## src/rtl/demux_reg.sv

```systemverilog
// Registered 1-to-N demultiplexer with a one-entry holding register per output slot.
// Unicast goes to slot sel; broadcast writes every slot at once or waits until all slots are free.
module demux_reg #(
    parameter int switch_bits = 2,
    parameter int data_width  = 8,
    parameter int cnt_width   = 16
) (
    input  logic                                  clk,
    input  logic                                  rst,
    input  logic [switch_bits-1:0]                sel,
    input  logic                                  bcast,
    input  logic                                  in_valid,
    output logic                                  in_ready,
    input  logic [data_width-1:0]                 data_IN,
    output logic [(2**switch_bits)-1:0]           out_valid,
    input  logic [(2**switch_bits)-1:0]           out_ready,
    output logic [(2**switch_bits)*data_width-1:0] data_OUT,
    output logic [cnt_width-1:0]                  xfer_cnt
);

    localparam int n = 2**switch_bits;

    logic [n-1:0] free;
    logic [n-1:0] fill;
    logic         accept;

    // A slot is free when empty or being drained this cycle, so drain and refill can share an edge.
    assign free   = ~out_valid | out_ready;
    assign in_ready = bcast ? (&free) : free[sel];
    assign accept = in_valid & in_ready;

    always_comb begin
        fill = '0;
        for (int i = 0; i < n; i++) begin
            fill[i] = accept & (bcast | (sel == switch_bits'(i)));
        end
    end

    always_ff @(posedge clk or negedge rst) begin
        if (!rst) begin
            out_valid <= '0;
            data_OUT  <= '0;
            xfer_cnt  <= '0;
        end else begin
            for (int i = 0; i < n; i++) begin
                if (fill[i]) begin
                    out_valid[i]                          <= 1'b1;
                    data_OUT[i*data_width +: data_width] <= data_IN;
                end else if (out_ready[i]) begin
                    out_valid[i] <= 1'b0;
                end
            end
            if (accept) begin
                xfer_cnt <= xfer_cnt + cnt_width'(1);
            end
        end
    end

endmodule

```

## config.mk

```make
export PLATFORM = sky130hd
export DESIGN_NAME = demux_reg
export DESIGN_NICKNAME = d
export VERILOG_FILES = /design/src/rtl/demux_reg.sv
export SDC_FILE = /design/constraint.sdc
export NUM_CORES = 1
export LEC_CHECK = 0
export ABC_AREA = 1
export CORE_MARGIN = 4
export CORE_UTILIZATION = 30
export CTS_CLUSTER_SIZE = 30
export DETAILED_ROUTE_END_ITERATION = 7
export GPL_TIMING_DRIVEN = 0
export PLACE_DENSITY_LB_ADDON = 0.25
export SLEW_MARGIN = 20
export SYNTH_ARGS = -nofsm -noshare
export SYNTH_HDL_FRONTEND = slang
export SYNTH_SLANG_ARGS = --single-unit
```

## constraint.sdc

```tcl
create_clock -name clk -period 3.3 [get_ports clk]
set_clock_uncertainty 0.1 [all_clocks]
set_input_delay 0.33 -clock clk [delete_from_list [all_inputs] [get_ports clk]]
set_output_delay 0.33 -clock clk [all_outputs]
set_load 0.01 [all_outputs]
```

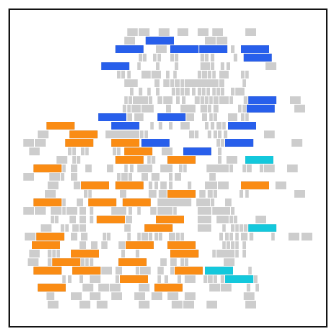
**Above:** run 1 (where the registers sit).
Other cells in grey.
| netlist name | colour | sequential cells |
|---|---|---|
| `out_valid` | cyan | 4 |
| `data_OUT` | orange | 32 |
| `xfer_cnt` | blue | 16 |
Seq area share: 36.29%
Util after Layout: 43.21%

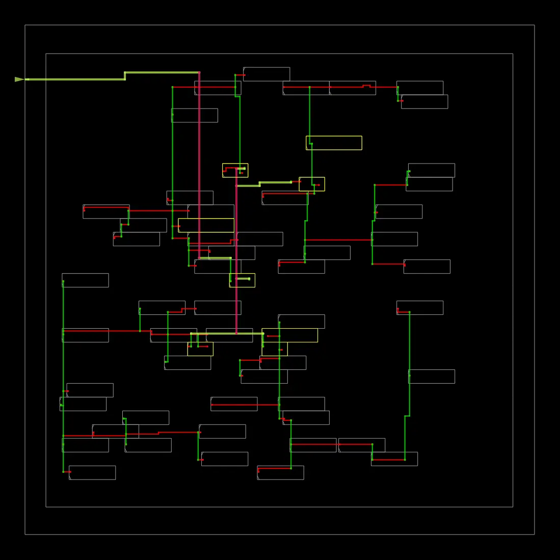
**Above:** run 1 (the clock network).
clock buffer count: 5
number of buffers created by CTS: 5
Latency at later pin: 0.30 ns
power in the clock group: 0.593 mW
count of sequential standard cells: 52

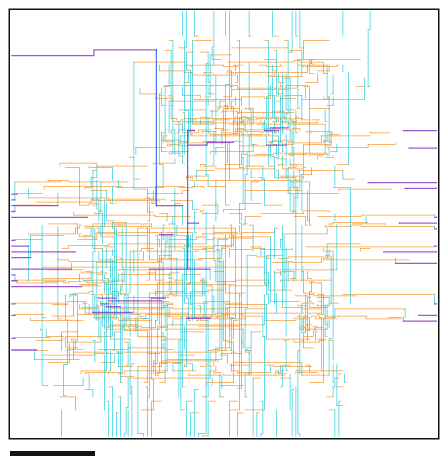
**Above:** run 1 (metal layers overlaid).
The bar under the picture is 20 µm long.
| layer | colour | wire length |
|---|---|---|
| met4 | blue | 69.4 µm |
| met1 | orange | 3,370 µm |
| met2 | cyan | 3,380 µm |
| met3 | purple | 303 µm |
final routed wirelength across all metal layers: 7122 µm
global routing usage summed across all routing layers: 14.57%
count of vias placed by the detailed router: 2,354
average wire length per cell after detail routing: 14.27 µm

==> impl_summary.log, run 1 <==
[report] extracting results
[metrics] final standard cell area without fillers: 3586 µm²
[metrics] area of the multi-input gates: roughly 1200 µm²
[metrics] Total Power Consumption: 2.321 mW
[metrics] number of antenna violations at the first check in global routing: 0
[metrics] number of violations of the max-capacitance limit: 0
[metrics] non-clock buffer area fraction after layout: 21.35%
[metrics] library cell with the highest instance count after synthesis: sky130_fd_sc_hd__nand2_1
[metrics] switching pwr: between 0.7 and 0.8 mW
[metrics] outcome: completed
[metrics] number of cells in Yosys stat: 315
[metrics] GRT Residual Overflow: 0
[metrics] count of input and output buffers: 70
[metrics] post-route worst setup slack: 0.5356 ns
[metrics] Worst R2R End: data_OUT[16]
[metrics] number of storage elements in the synthesis netlist: ~52
[metrics] iteration tally of the first detailed-router pass: 4
[metrics] share of final layout cell area taken by clock buffers and inverters: between 4 and 5%
[metrics] power density cells: 647.3 nW/µm²
[metrics] leakage power: 1.689 nW
[metrics] fill count: ~840
[metrics] maximum level of the CTS H-tree: 2
[metrics] core area: 8299 µm²
[metrics] kind of launch point of the worst setup path: input port
[metrics] number of ordinary and repair buffers in the finished layout: 80
[metrics] Area-dominant class: flip-flops and latches
[metrics] hold path cells: 2
[metrics] Mapped Area: 2587 µm²
[metrics] drt first-iter violations: 156
[metrics] worst relative slew slack: 55.65%
[metrics] worst setup slack for register-to-register paths: 1.51 ns
[metrics] unrepaired setup endpoints after global routing: false
[metrics] Clk pwr share: 25.6%
[metrics] minimum clock period: 2.764 ns
[metrics] total combinational power: 0.802 mW
[metrics] critical path endpoint: in_ready
[metrics] switching part of the total: 31.56%
run 1: state kept, by name, summed over array words and instances (netlist names):
signal     count
out_valid      4
xfer_cnt      16
data_OUT      32
run 1: timing repair:
action,in CTS,in global routing
endpoints found under the setup margin,0,0
hold buffers,1,0
hold endpoints to repair,52,0
run 1: kinds of logic (layout without fill, tap and decap cells):
kind of cell	count (synthesis)	in the layout	share of synthesized area, %
buf+inv	28	107	4.981
flops	52	52	50.29
xor+xnor	11	11	3.723
simple gates	216	216	38.73
compound gates	7	7	1.789
fa+ha+maj	1	1	0.4835
run 1: routing by layer:
metal  track usage (%)  part of all wire (%)
met1             21.09                    47
met2             22.63                    47
met5                 0                     0
met4             3.420                  0.97
met3             2.630                   4.3
--- run 2 (diff from run 1) ---
==> constraint.sdc (replaced) <==
create_clock -name clk -period 2.2 [get_ports clk]
set_clock_uncertainty 0.1 [all_clocks]
set_input_delay 0.22 -clock clk [delete_from_list [all_inputs] [get_ports clk]]
set_output_delay 0.22 -clock clk [all_outputs]
set_load 0.01 [all_outputs]
==> run 2 against run 1 <==
Power rose by 50%. Critical path depth down 1. First-iteration DRC count fell by 24%. Global-route usage is the same. Sequential power rose by about 50%. Combinational power is about 50% higher. Wire length is 0.11% higher. Via count rose by 0.47%. Hold slack got worse by 0.0037 ns. Critical path type unchanged.
==> impl_summary.log, run 2 <==
[report] extracting results
[metrics] Seq area share: 36.29%
[metrics] most crowded layer after global routing: met2
[metrics] area of the multi-input gates: 1157 µm²
[metrics] leakage power: ~1.7 nW
[metrics] worst setup slack for register-to-register paths: ~0.4 ns
[metrics] routed length on met3: 339 µm
[metrics] post-cts hold buffer count: 1
[metrics] critical path endpoint: in_ready
[metrics] Top Metal Used: met4
[metrics] average wire length per cell after detail routing: around 14 µm
[metrics] kind of launch point of the worst setup path: input port
[metrics] count of input and output buffers: 70
[metrics] met3 track utilization from global routing: 2.630%
[metrics] GRT Residual Overflow: 0
[metrics] clock buffer count: 5
[metrics] global routing usage summed across all routing layers: 14.57%
[metrics] Mapped Area: 2587 µm²
[metrics] core area: about 8300 µm²
[metrics] worst relative slew slack: 55.75%
[metrics] power density cells: 971.0 nW/µm²
[metrics] Latency at later pin: 0.30 ns
[metrics] unrepaired setup endpoints after global routing: false
[metrics] iteration tally of the first detailed-router pass: 5
[metrics] number of buffers created by CTS: 5
[metrics] Area-dominant class: flip-flops and latches
[metrics] library cell with the highest instance count after synthesis: sky130_fd_sc_hd__nand2_1
[metrics] number of storage elements in the synthesis netlist: 52
[metrics] biggest regs: data_OUT (32), xfer_cnt (16), out_valid (4)
[metrics] post-route worst setup slack: just over 0.1 ns
[metrics] share of final layout cell area taken by clock buffers and inverters: 4.431%
[metrics] number of ordinary and repair buffers in the finished layout: 80
[metrics] met2 usage: 22.63%
[metrics] outcome: completed
[metrics] count of vias placed by the detailed router: 2,365
[run 2: stage by stage]
step           instance area (µm²)  instances  util (%)  TNS, ns
2_1_floorplan                 2587        315         -        0
3_3_place_gp                  3420        490     41.20   -42.97
3_5_place_dp                  3417        490     41.17  -0.3346
4_1_cts                       3582        499     43.16        0
5_1_grt                       3586        499     43.21        0
6_report                      3586        499     43.21        0
[run 2: cells by family after synthesis]
group | Yosys count | synth area share, %
AND-OR/OR-AND | 7 | 1.789
AND/OR/NAND/NOR | 216 | 38.73
adder cells (fa/ha/maj) | 1 | 0.4835
XOR/XNOR | 11 | 3.723
flip-flops | 52 | 50.29
buffers and inverters | 28 | 4.981
[run 2: power breakdown]
part | internal (mW) | switching (mW)
combinational | 0.621 | 0.581
sequential | 1.19 | 0.197
clock | 0.569 | 0.323
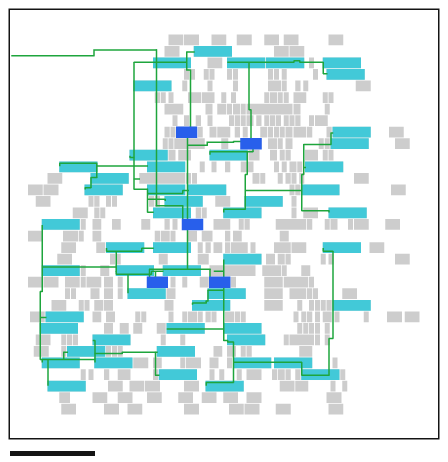
**Above:** run 2 (clock distribution).
The bar under the picture is 20 µm long.
[cells driving clock nets] blue | count: 5
[clock wires] green | length: 670 µm
[flip-flops] cyan | count: 52
flops lie: widely spread
Clk pwr share: 25.6%
power in the clock group: 0.892 mW

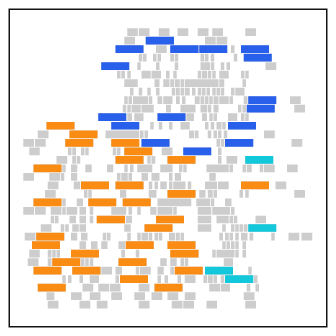
**Above:** run 2 (where the registers sit).
Other cells in grey.
| netlist name | colour | sequential cells |
|---|---|---|
| `out_valid` | cyan | 4 |
| `data_OUT` | orange | 32 |
| `xfer_cnt` | blue | 16 |
power dissipated in sequential cells: 1.39 mW
Sequential Area: 1301 µm²

--- run 3 (diff from run 2) ---
--- a/config.mk
+++ b/config.mk
@@ -6,7 +6,6 @@
 export NUM_CORES = 1
 export LEC_CHECK = 0
 export ABC_AREA = 1
-export CORE_MARGIN = 4
 export CORE_UTILIZATION = 30
 export CTS_CLUSTER_SIZE = 30
 export DETAILED_ROUTE_END_ITERATION = 7
==> run 3 against run 2 <==
Worst setup slack worse by 0.025 ns. Count of clock-buffer cells in the layout grew 1. Utilization shrank 0.45 points. Hold slack improved by 0.0015 ns. Register-to-register slack is essentially flat. Global-route usage is 1.8 points higher.
==> impl_summary.log, run 3 <==
[report] extracting results
[metrics] outcome: completed
[metrics] count of vias placed by the detailed router: 2,358
[metrics] combinational share of power: 36.4%
[metrics] global-route track usage on met1: 22.50%
[metrics] area share of fa/ha/maj cells after synthesis: 0.4836%
[metrics] critical path endpoint: in_ready
[metrics] switching part of the total: 33.58%
[metrics] met2 usage: between 20 and 30%
[metrics] Max power group: registers
[metrics] most crowded layer after global routing: met2
[metrics] Area after DPL: about 3400 µm²
[metrics] Internal Pwr Total: 2.185 mW
[metrics] simple-gate share of the synthesized area: about two fifths
[metrics] power density cells: 927.0 nW/µm²
[metrics] flip-flop count of the largest register after layout: 32
[metrics] drt first-iter violations: approximately 200
[metrics] Dominant combinational family: simple AND/OR/NAND/NOR gates
[metrics] biggest regs: data_OUT (32), xfer_cnt (16), out_valid (4)
[metrics] met3 track utilization from global routing: 3.462%
[metrics] GRT Residual Overflow: 0
[metrics] fraction of synthesized cell area in xor and xnor cells: under 10%
[metrics] Biggest register: data_OUT
[metrics] Clk pwr share: approximately 22%
[metrics] maximum level of the CTS H-tree: 2
[metrics] final routed wirelength across all metal layers: 6881 µm
[metrics] final setup TNS: 0 ns
[metrics] number of storage elements in the synthesis netlist: 52
[metrics] fraction of the mapped netlist area in compound gates: 1.789%
[metrics] core area: between 8000 and 9000 µm²
[run 3: cell type report]
type	count	area, µm²	share of cell area (%)
timing repair buffer	71	704.4	19.85
multi-input combinational	235	1157	32.62
buffer	9	61.31	1.728
tap	105	131.4	3.702
inverter	19	71.32	2.010
sequential	52	1301	36.67
clock buffer	6	82.58	2.327
clock inverter	2	38.79	1.093
[run 3: what timing repair did]
action                     CTS  global route
resized                      4             1
hold buffers                 1             0
setup endpoints to repair    1             1
hold endpoints to repair    52             0
[run 3: layer usage]
metal	routed length, µm	part of all wire (%)	up-vias
li1	-	-	1182
met2	3152	46	56
met5	0	0	-
met3	368	5.3	6
met1	3292	48	1114
met4	68	0.99	0
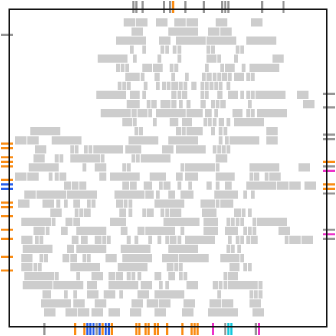
**Above:** run 3 (I/O pins on the die edge).
Pins as bars across the die edge, other pins in grey.
| port | colour | pins | direction | edge |
|---|---|---|---|---|
| `sel` | cyan | 2 | input | south |
| `data_OUT` | orange | 32 | output | 15 south, 13 west, 3 east, 1 north |
| `data_IN` | blue | 8 | input | 6 south, 2 west |
| `out_ready` | magenta | 4 | input | 2 south, 2 east |
all pins by edge: 29 south, 16 west, 13 east, 13 north

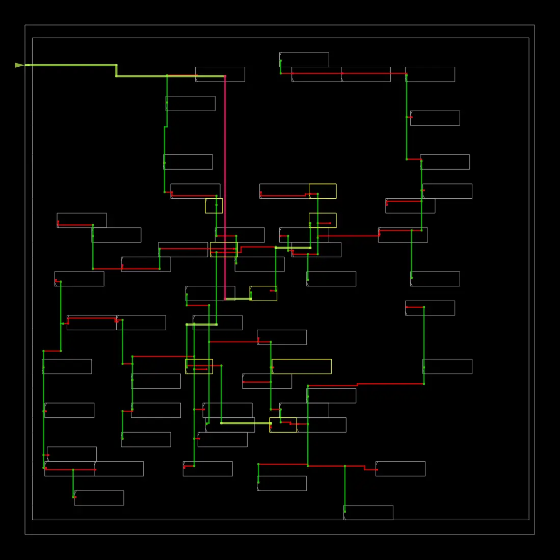
**Above:** run 3 (the clock network).
clock sinks: 52
power in the clock group: 0.706 mW
clock buffer count: 6
Latency at later pin: 0.31 ns

Power is estimated from default activity; no workload was simulated.
